**config.mk**
```make
export PLATFORM = sky130hd
export DESIGN_NAME = ctrl_fsm_param_flat
export DESIGN_NICKNAME = d
export VERILOG_FILES = /design/src/rtl/ctrl_fsm_param_if.sv /design/src/rtl/ctrl_fsm_param.sv /design/src/flat_wrapper.sv
export SDC_FILE = /design/constraint.sdc
export NUM_CORES = 1
export LEC_CHECK = 0
export ABC_CLOCK_PERIOD_IN_PS = 2400
export CAP_MARGIN = 20
export CORE_AREA = 3 3 62 64
export CTS_BUF_LIST = sky130_fd_sc_hd__clkbuf_4 sky130_fd_sc_hd__clkbuf_8
export DETAILED_ROUTE_END_ITERATION = 8
export DIE_AREA = 0 0 65 67
export PLACE_DENSITY_LB_ADDON = 0.1
export SLEW_MARGIN = 40
export SYNTH_ARGS = -nofsm -noshare
export SYNTH_HDL_FRONTEND = slang
export SYNTH_SLANG_ARGS = --single-unit
export TNS_END_PERCENT = 30
```
**constraint.sdc**
```tcl
create_clock -name clk -period 2.4 [get_ports clk]
set_input_delay 0.48 -clock clk [delete_from_list [all_inputs] [get_ports clk]]
set_output_delay 0.48 -clock clk [all_outputs]
set_load 0.05 [all_outputs]
```
**src/rtl/ctrl_fsm_param_if.sv**
```systemverilog
// rtl/ctrl_fsm_param_if.sv - control/status bundle between the FIFO array supervisor and ctrl_fsm_param
interface ctrl_fsm_param_if #(
    parameter int N_FIFOS   = 5,
    parameter int UMB_W     = 2,
    parameter int ERR_CNT_W = 4
);
    logic                 init;
    logic                 clear_err;
    logic [UMB_W-1:0]     Umbrales_MFs;
    logic [UMB_W-1:0]     Umbrales_VCs;
    logic [UMB_W-1:0]     Umbrales_Ds;
    logic [N_FIFOS-1:0]   FIFO_empties;
    logic [N_FIFOS-1:0]   FIFO_errors;
    logic [N_FIFOS-1:0]   err_mask;
    logic [UMB_W-1:0]     Umbrales_MFs_internos;
    logic [UMB_W-1:0]     Umbrales_VCs_internos;
    logic [UMB_W-1:0]     Umbrales_Ds_internos;
    logic [4:0]           state_out;
    logic                 idle_out;
    logic                 active_out;
    logic                 error_out;
    logic [N_FIFOS-1:0]   err_src;
    logic [ERR_CNT_W-1:0] err_count;

    modport master (
        output init, clear_err, Umbrales_MFs, Umbrales_VCs, Umbrales_Ds,
               FIFO_empties, FIFO_errors, err_mask,
        input  Umbrales_MFs_internos, Umbrales_VCs_internos, Umbrales_Ds_internos,
               state_out, idle_out, active_out, error_out, err_src, err_count
    );

    modport slave (
        input  init, clear_err, Umbrales_MFs, Umbrales_VCs, Umbrales_Ds,
               FIFO_empties, FIFO_errors, err_mask,
        output Umbrales_MFs_internos, Umbrales_VCs_internos, Umbrales_Ds_internos,
               state_out, idle_out, active_out, error_out, err_src, err_count
    );
endinterface

```
**src/rtl/ctrl_fsm_param.sv**
```systemverilog
// rtl/ctrl_fsm_param.sv - parametrised FIFO-array control FSM with threshold hold and error capture
module ctrl_fsm_param #(
    parameter int N_FIFOS   = 5,
    parameter int UMB_W     = 2,
    parameter int IDLE_HOLD = 1,
    parameter int ERR_CNT_W = 4
) (
    input  logic           clk,
    input  logic           reset,
    ctrl_fsm_param_if.slave bus
);
    localparam int HOLD_W = $clog2(IDLE_HOLD + 1);
    localparam logic [HOLD_W-1:0] HOLD_LAST = HOLD_W'(IDLE_HOLD - 1);
    localparam logic [HOLD_W-1:0] HOLD_MAX  = HOLD_W'(IDLE_HOLD);

    typedef enum logic [4:0] {
        S_RESET  = 5'b00001,
        S_INIT   = 5'b00010,
        S_IDLE   = 5'b00100,
        S_ACTIVE = 5'b01000,
        S_ERROR  = 5'b10000
    } state_t;

    state_t               state;
    state_t               next_state;
    logic [HOLD_W-1:0]    hold_cnt;
    logic [UMB_W-1:0]     mf_q;
    logic [UMB_W-1:0]     vc_q;
    logic [UMB_W-1:0]     d_q;
    logic [N_FIFOS-1:0]   err_src_q;
    logic [ERR_CNT_W-1:0] err_count_q;

    logic [N_FIFOS-1:0]   merr;
    logic                 any_err;
    logic                 all_empty;

    assign merr      = bus.FIFO_errors & ~bus.err_mask;
    assign any_err   = |merr;
    assign all_empty = &bus.FIFO_empties;

    always_ff @(posedge clk) begin
        if (!reset) begin
            state <= S_RESET;
        end else begin
            state <= next_state;
        end
    end

    // Illegal encodings fall through to the default arm and recover via RESET.
    always_comb begin
        next_state = S_RESET;
        case (state)
            S_RESET:  next_state = S_INIT;
            S_INIT:   next_state = bus.init ? S_INIT : S_IDLE;
            S_IDLE: begin
                if (bus.init)        next_state = S_INIT;
                else if (any_err)    next_state = S_ERROR;
                else if (!all_empty) next_state = S_ACTIVE;
                else                 next_state = S_IDLE;
            end
            S_ACTIVE: begin
                if (bus.init)                             next_state = S_INIT;
                else if (any_err)                         next_state = S_ERROR;
                else if (all_empty && hold_cnt == HOLD_LAST) next_state = S_IDLE;
                else                                      next_state = S_ACTIVE;
            end
            S_ERROR:  next_state = bus.clear_err ? S_INIT : S_ERROR;
            default:  next_state = S_RESET;
        endcase
    end

    always_comb begin
        bus.state_out  = state;
        bus.idle_out   = (state == S_IDLE);
        bus.active_out = (state == S_ACTIVE);
        bus.error_out  = (state == S_ERROR);
    end

    always_ff @(posedge clk) begin
        if (!reset) begin
            mf_q        <= '0;
            vc_q        <= '0;
            d_q         <= '0;
            hold_cnt    <= '0;
            err_src_q   <= '0;
            err_count_q <= '0;
        end else begin
            if (state == S_INIT) begin
                mf_q <= bus.Umbrales_MFs;
                vc_q <= bus.Umbrales_VCs;
                d_q  <= bus.Umbrales_Ds;
            end else if (state == S_RESET) begin
                mf_q <= '0;
                vc_q <= '0;
                d_q  <= '0;
            end

            // Counts consecutive all-empty cycles while ACTIVE is retained.
            if (state == S_ACTIVE && next_state == S_ACTIVE && all_empty) begin
                if (hold_cnt != HOLD_MAX) hold_cnt <= hold_cnt + HOLD_W'(1);
            end else begin
                hold_cnt <= '0;
            end

            if (state == S_ERROR) begin
                err_src_q <= bus.clear_err ? '0 : (err_src_q | merr);
            end else if (next_state == S_ERROR) begin
                err_src_q <= merr;
                if (err_count_q != '1) err_count_q <= err_count_q + ERR_CNT_W'(1);
            end
        end
    end

    assign bus.Umbrales_MFs_internos = mf_q;
    assign bus.Umbrales_VCs_internos = vc_q;
    assign bus.Umbrales_Ds_internos  = d_q;
    assign bus.err_src               = err_src_q;
    assign bus.err_count             = err_count_q;
endmodule

```
**src/flat_wrapper.sv**
```systemverilog
// flat-port wrapper written by rule: the top's interface ports become plain ports
module ctrl_fsm_param_flat 
#(
    parameter int N_FIFOS   = 5,
    parameter int UMB_W     = 2,
    parameter int IDLE_HOLD = 1,
    parameter int ERR_CNT_W = 4
)
  (clk, reset, bus_init, bus_clear_err, bus_Umbrales_MFs, bus_Umbrales_VCs, bus_Umbrales_Ds, bus_FIFO_empties, bus_FIFO_errors, bus_err_mask, bus_Umbrales_MFs_internos, bus_Umbrales_VCs_internos, bus_Umbrales_Ds_internos, bus_state_out, bus_idle_out, bus_active_out, bus_error_out, bus_err_src, bus_err_count);
  ctrl_fsm_param_if #(.N_FIFOS(N_FIFOS), .UMB_W(UMB_W), .ERR_CNT_W(ERR_CNT_W)) bus_i ();
  input  logic clk;
  input  logic reset;
  input wire logic [$bits(bus_i.init)-1:0] bus_init;
  input wire logic [$bits(bus_i.clear_err)-1:0] bus_clear_err;
  input wire logic [$bits(bus_i.Umbrales_MFs)-1:0] bus_Umbrales_MFs;
  input wire logic [$bits(bus_i.Umbrales_VCs)-1:0] bus_Umbrales_VCs;
  input wire logic [$bits(bus_i.Umbrales_Ds)-1:0] bus_Umbrales_Ds;
  input wire logic [$bits(bus_i.FIFO_empties)-1:0] bus_FIFO_empties;
  input wire logic [$bits(bus_i.FIFO_errors)-1:0] bus_FIFO_errors;
  input wire logic [$bits(bus_i.err_mask)-1:0] bus_err_mask;
  output wire logic [$bits(bus_i.Umbrales_MFs_internos)-1:0] bus_Umbrales_MFs_internos;
  output wire logic [$bits(bus_i.Umbrales_VCs_internos)-1:0] bus_Umbrales_VCs_internos;
  output wire logic [$bits(bus_i.Umbrales_Ds_internos)-1:0] bus_Umbrales_Ds_internos;
  output wire logic [$bits(bus_i.state_out)-1:0] bus_state_out;
  output wire logic [$bits(bus_i.idle_out)-1:0] bus_idle_out;
  output wire logic [$bits(bus_i.active_out)-1:0] bus_active_out;
  output wire logic [$bits(bus_i.error_out)-1:0] bus_error_out;
  output wire logic [$bits(bus_i.err_src)-1:0] bus_err_src;
  output wire logic [$bits(bus_i.err_count)-1:0] bus_err_count;
  assign bus_i.init = bus_init;
  assign bus_i.clear_err = bus_clear_err;
  assign bus_i.Umbrales_MFs = bus_Umbrales_MFs;
  assign bus_i.Umbrales_VCs = bus_Umbrales_VCs;
  assign bus_i.Umbrales_Ds = bus_Umbrales_Ds;
  assign bus_i.FIFO_empties = bus_FIFO_empties;
  assign bus_i.FIFO_errors = bus_FIFO_errors;
  assign bus_i.err_mask = bus_err_mask;
  assign bus_Umbrales_MFs_internos = bus_i.Umbrales_MFs_internos;
  assign bus_Umbrales_VCs_internos = bus_i.Umbrales_VCs_internos;
  assign bus_Umbrales_Ds_internos = bus_i.Umbrales_Ds_internos;
  assign bus_state_out = bus_i.state_out;
  assign bus_idle_out = bus_i.idle_out;
  assign bus_active_out = bus_i.active_out;
  assign bus_error_out = bus_i.error_out;
  assign bus_err_src = bus_i.err_src;
  assign bus_err_count = bus_i.err_count;
  ctrl_fsm_param #(.N_FIFOS(N_FIFOS), .UMB_W(UMB_W), .IDLE_HOLD(IDLE_HOLD), .ERR_CNT_W(ERR_CNT_W)) u_core (.clk(clk), .reset(reset), .bus(bus_i));
endmodule
```
==> datasheet_impl.txt <==
Table: implementation figures

Parameter                              Value

Synthesis
  Netlist area before placement .................. between 0.001 and 0.0015 sq mm
  Compound-cell area share of the yosys netlist .................. about a quarter
  Cells after synthesis .................. between 100 and 150
  Cell type with the largest total area after synthesis .................. dfxtp_1
  Area fraction in mux cells .................. 0%
  Synth Register Bits .................. 21
  Biggest combinational cell group after synthesis .................. simple AND/OR/NAND/NOR gates
  Number of cells in the yosys synthesis report .................. 115
  Fraction of the mapped netlist area in simple logic gates .................. around a quarter
  Post-synthesis sequential area ratio .................. approximately two fifths
  Dominant synthesized flop cell .................. dfxtp_1
  Count of library flops with an enable pin .................. 0
  Summed standard-cell area reported by yosys .................. between 0.001 and 0.0015 sq mm
  XORs/XNORs by Area .................. under 10%
  Top cells by count .................. dfxtp_1 (21), nor2_1 (16), a22oi_1 (6), o21ai_0 (6)
  Total nets after synthesis .................. 141
  Top cells, area .................. dfxtp_1 (42%), nor2_1 (6.0%), a32o_1 (5.0%)
  Async S/R FF share, synth .................. 0%
  Yosys synthesis warning count .................. 0

Clock tree
  Post-CTS Setup Inserts .................. 0
  Cell chosen for the clock root .................. clkbuf_4
  Post-CTS Resized .................. 0
  Post-CTS Hold Fix Bufs .................. 0
  Maximum buffer depth of the clock tree .................. 2
  Total CTS buffers .................. 3

GRT
  Global routing usage on met3 .................. 3.88%
  Total GRT Usage .................. approximately 13%
  Wire length of the first global-routing pass .................. 4520 um
  Antenna violations before repair .................. 0
  Met1 demand-to-capacity share in global routing .................. between 15 and 20%
  Vias in the first global route .................. 1042
  GR met2 Demand/Resource .................. a little over a fifth
  Most congested layer reported by global routing .................. met2

Die
  Width of the die .................. ~65 um
  Site Rows .................. 21
  Core area .................. 0.00334 sq mm
  Die area .................. about 0.0044 sq mm
  I/O pin count .................. roughly 48
  Core Density at Floorplan .................. between 30% and 40%

Route
  Total length of routed wires .................. about 2700 um
  Router iterations before antenna repair .................. 4
  Antenna Nets Post-Route .................. 0
  Routed metal-1 wire length .................. between 1000 and 1500 um
  Highest Signal Layer .................. met4
  DRC Markers .................. 0
  Routed vias/inst .................. about 5
  Post-DR wirelength/cell .................. 12.7 um
  Amount of wire on met3 after detailed routing .................. roughly 200 um
  DR iter-0 viols .................. 56

Placement
  Placement Cell Area .................. roughly 0.0016 sq mm
  Count of placed standard cells including taps .................. ~210
  Post-placement worst setup slack .................. 0.0754 ns
  RePlAce Congestion .................. a little under 0.8
  PortBufs .................. approximately 47

Timing
  Slew Viols, Final .................. 0
  Post-Route Hold Slack .................. roughly 0.49 ns
  Setup slack of the critical path after layout .................. around 0.16 ns
  Achievable Freq .................. about 450 MHz
  Unrepaired setup endpoints after global routing .................. false
  Share of the clock period used by the worst path .................. 93.4%
  Final number of hold-violating endpoints .................. 0

Setup path
  Data required, critical path .................. 1.92 ns
  Cell count of the worst reg-to-reg path .................. 5
  Crit start category .................. flop
  Cells along the critical path .................. clkdlybuf4s50_1
  Crit path to .................. bus_state_out[4]
  Arrival time of data at the critical path endpoint .................. around 1.8 ns
  Critical setup path kind .................. flop to output port
  FF-to-FF Start .................. u_core.bus.state_out[4]
  Stage delay of the slowest cell on the critical path .................. 0.88 ns
  Worst r2r dst .................. u_core.bus.err_count[3]
  Reg2reg setup slack .................. around 0.44 ns
  CP startpoint .................. u_core.bus.state_out[4]
  Worst path bufs/invs .................. 1
  Top delay family on crit path .................. buffers and inverters
  Worst path slowest cell .................. clkdlybuf4s50_1
  Number of stages on the worst setup path .................. 1
  Critical path capture point type .................. output port

Cells and area
  Logic cell area .................. 541 sq um
  Number of flip-flops and latches .................. 21
  Most instantiated logic cells after routing .................. clkdlybuf4s50_1 (44), dfxtp_1 (21), nor2_1 (16)
  Post-Layout Inst Area .................. about 0.0016 sq mm
  Final cell count without fillers .................. ~210
  Area growth from synthesis to final layout .................. 59.4%
  Dominant kind of cell .................. multi-input combinational cells
  Register area .................. 420 sq um
  Nets@finish .................. between 150 and 200
  Share of layout cells above drive strength 1 .................. under 10%
  Non-clock buffering overhead in the final layout .................. approximately a third
  Utilization of the core after routing .................. 48.1%
  Inverters, non-clock .................. 5
  Share of cell area taken by multi-input logic gates .................. ~34%
  Multi-input combinational cell count .................. between 80 and 90
  Fraction of standard cell area that is sequential .................. about a quarter
  Most frequent logic cell in the layout .................. clkdlybuf4s50_1

Hold path
  Origin of the worst min-delay path .................. u_core.bus.err_src[0]
  Type of the worst min-delay path .................. flop to flop
  Hold endpoint .................. u_core.bus.err_src[0]

Power
  Leading power group .................. sequential cells
  PnR Total Power .................. between 0.9 and 1 mW
  Internal power .................. just under 0.6 mW
  Reported combinational group power .................. 0.389 mW
  Ratio of total power to cell area .................. 601 mW/mm^2
  VDD IR-drop max .................. 0.000220 V
  Static leakage power .................. approximately 0.56 nW
  Gate power share .................. 40.3%
  Switching fraction of total power .................. ~39%
  Net switching component of the power .................. ~0.37 mW

Job
  Tool warnings .................. 26
  Max-capacitance violation count .................. 0

Outcome
  Result of the run .................. complete, no violations
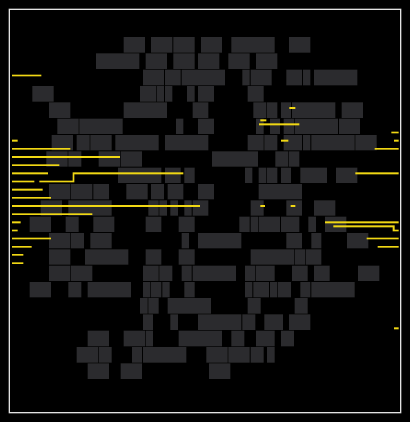
**Above:** the metal 3 layer.
Drawn at 6 px/um. Cells faint in the background.
longest straight run = 31.1 um
share of all routed wire = 7.2%
main direction = horizontal

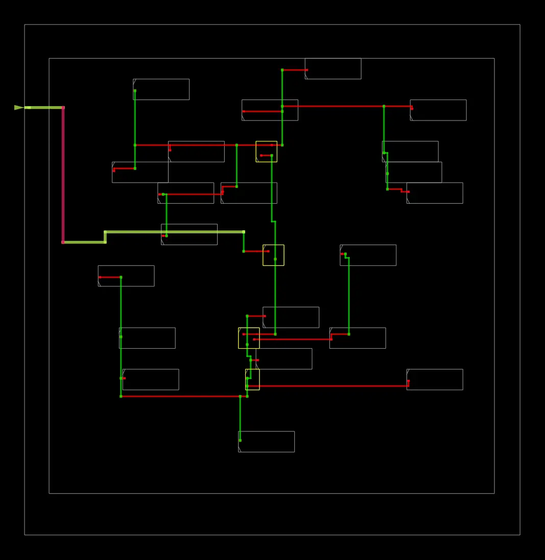
**Above:** the clock network.
number of clock sinks seen by CTS: 21
power consumed by the clock network: 0.175 mW

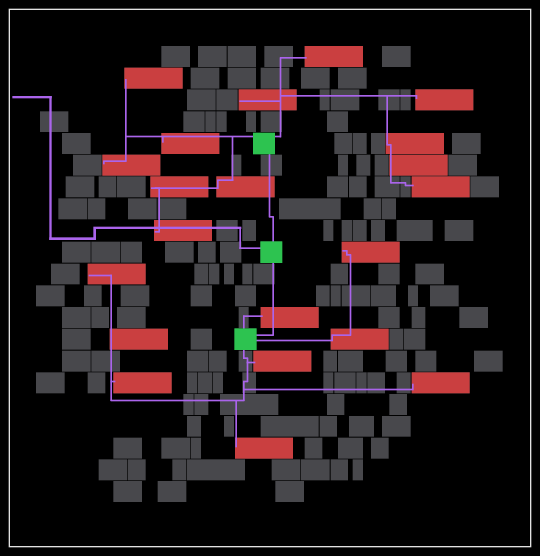
**Above:** clock network drawn from the DEF.
Drawn at 8 px/um.
flip-flops -> red  # count 21
cells driving clock nets -> green  # count 3
clock wires -> purple  # length 291 um
routed clock nets = 4
clock latency of the later-clocked register in the worst-skew pair: 0.30 ns
clock skew: 0.00343 ns

No activity file was given, so power comes from the tool's default toggle rates.
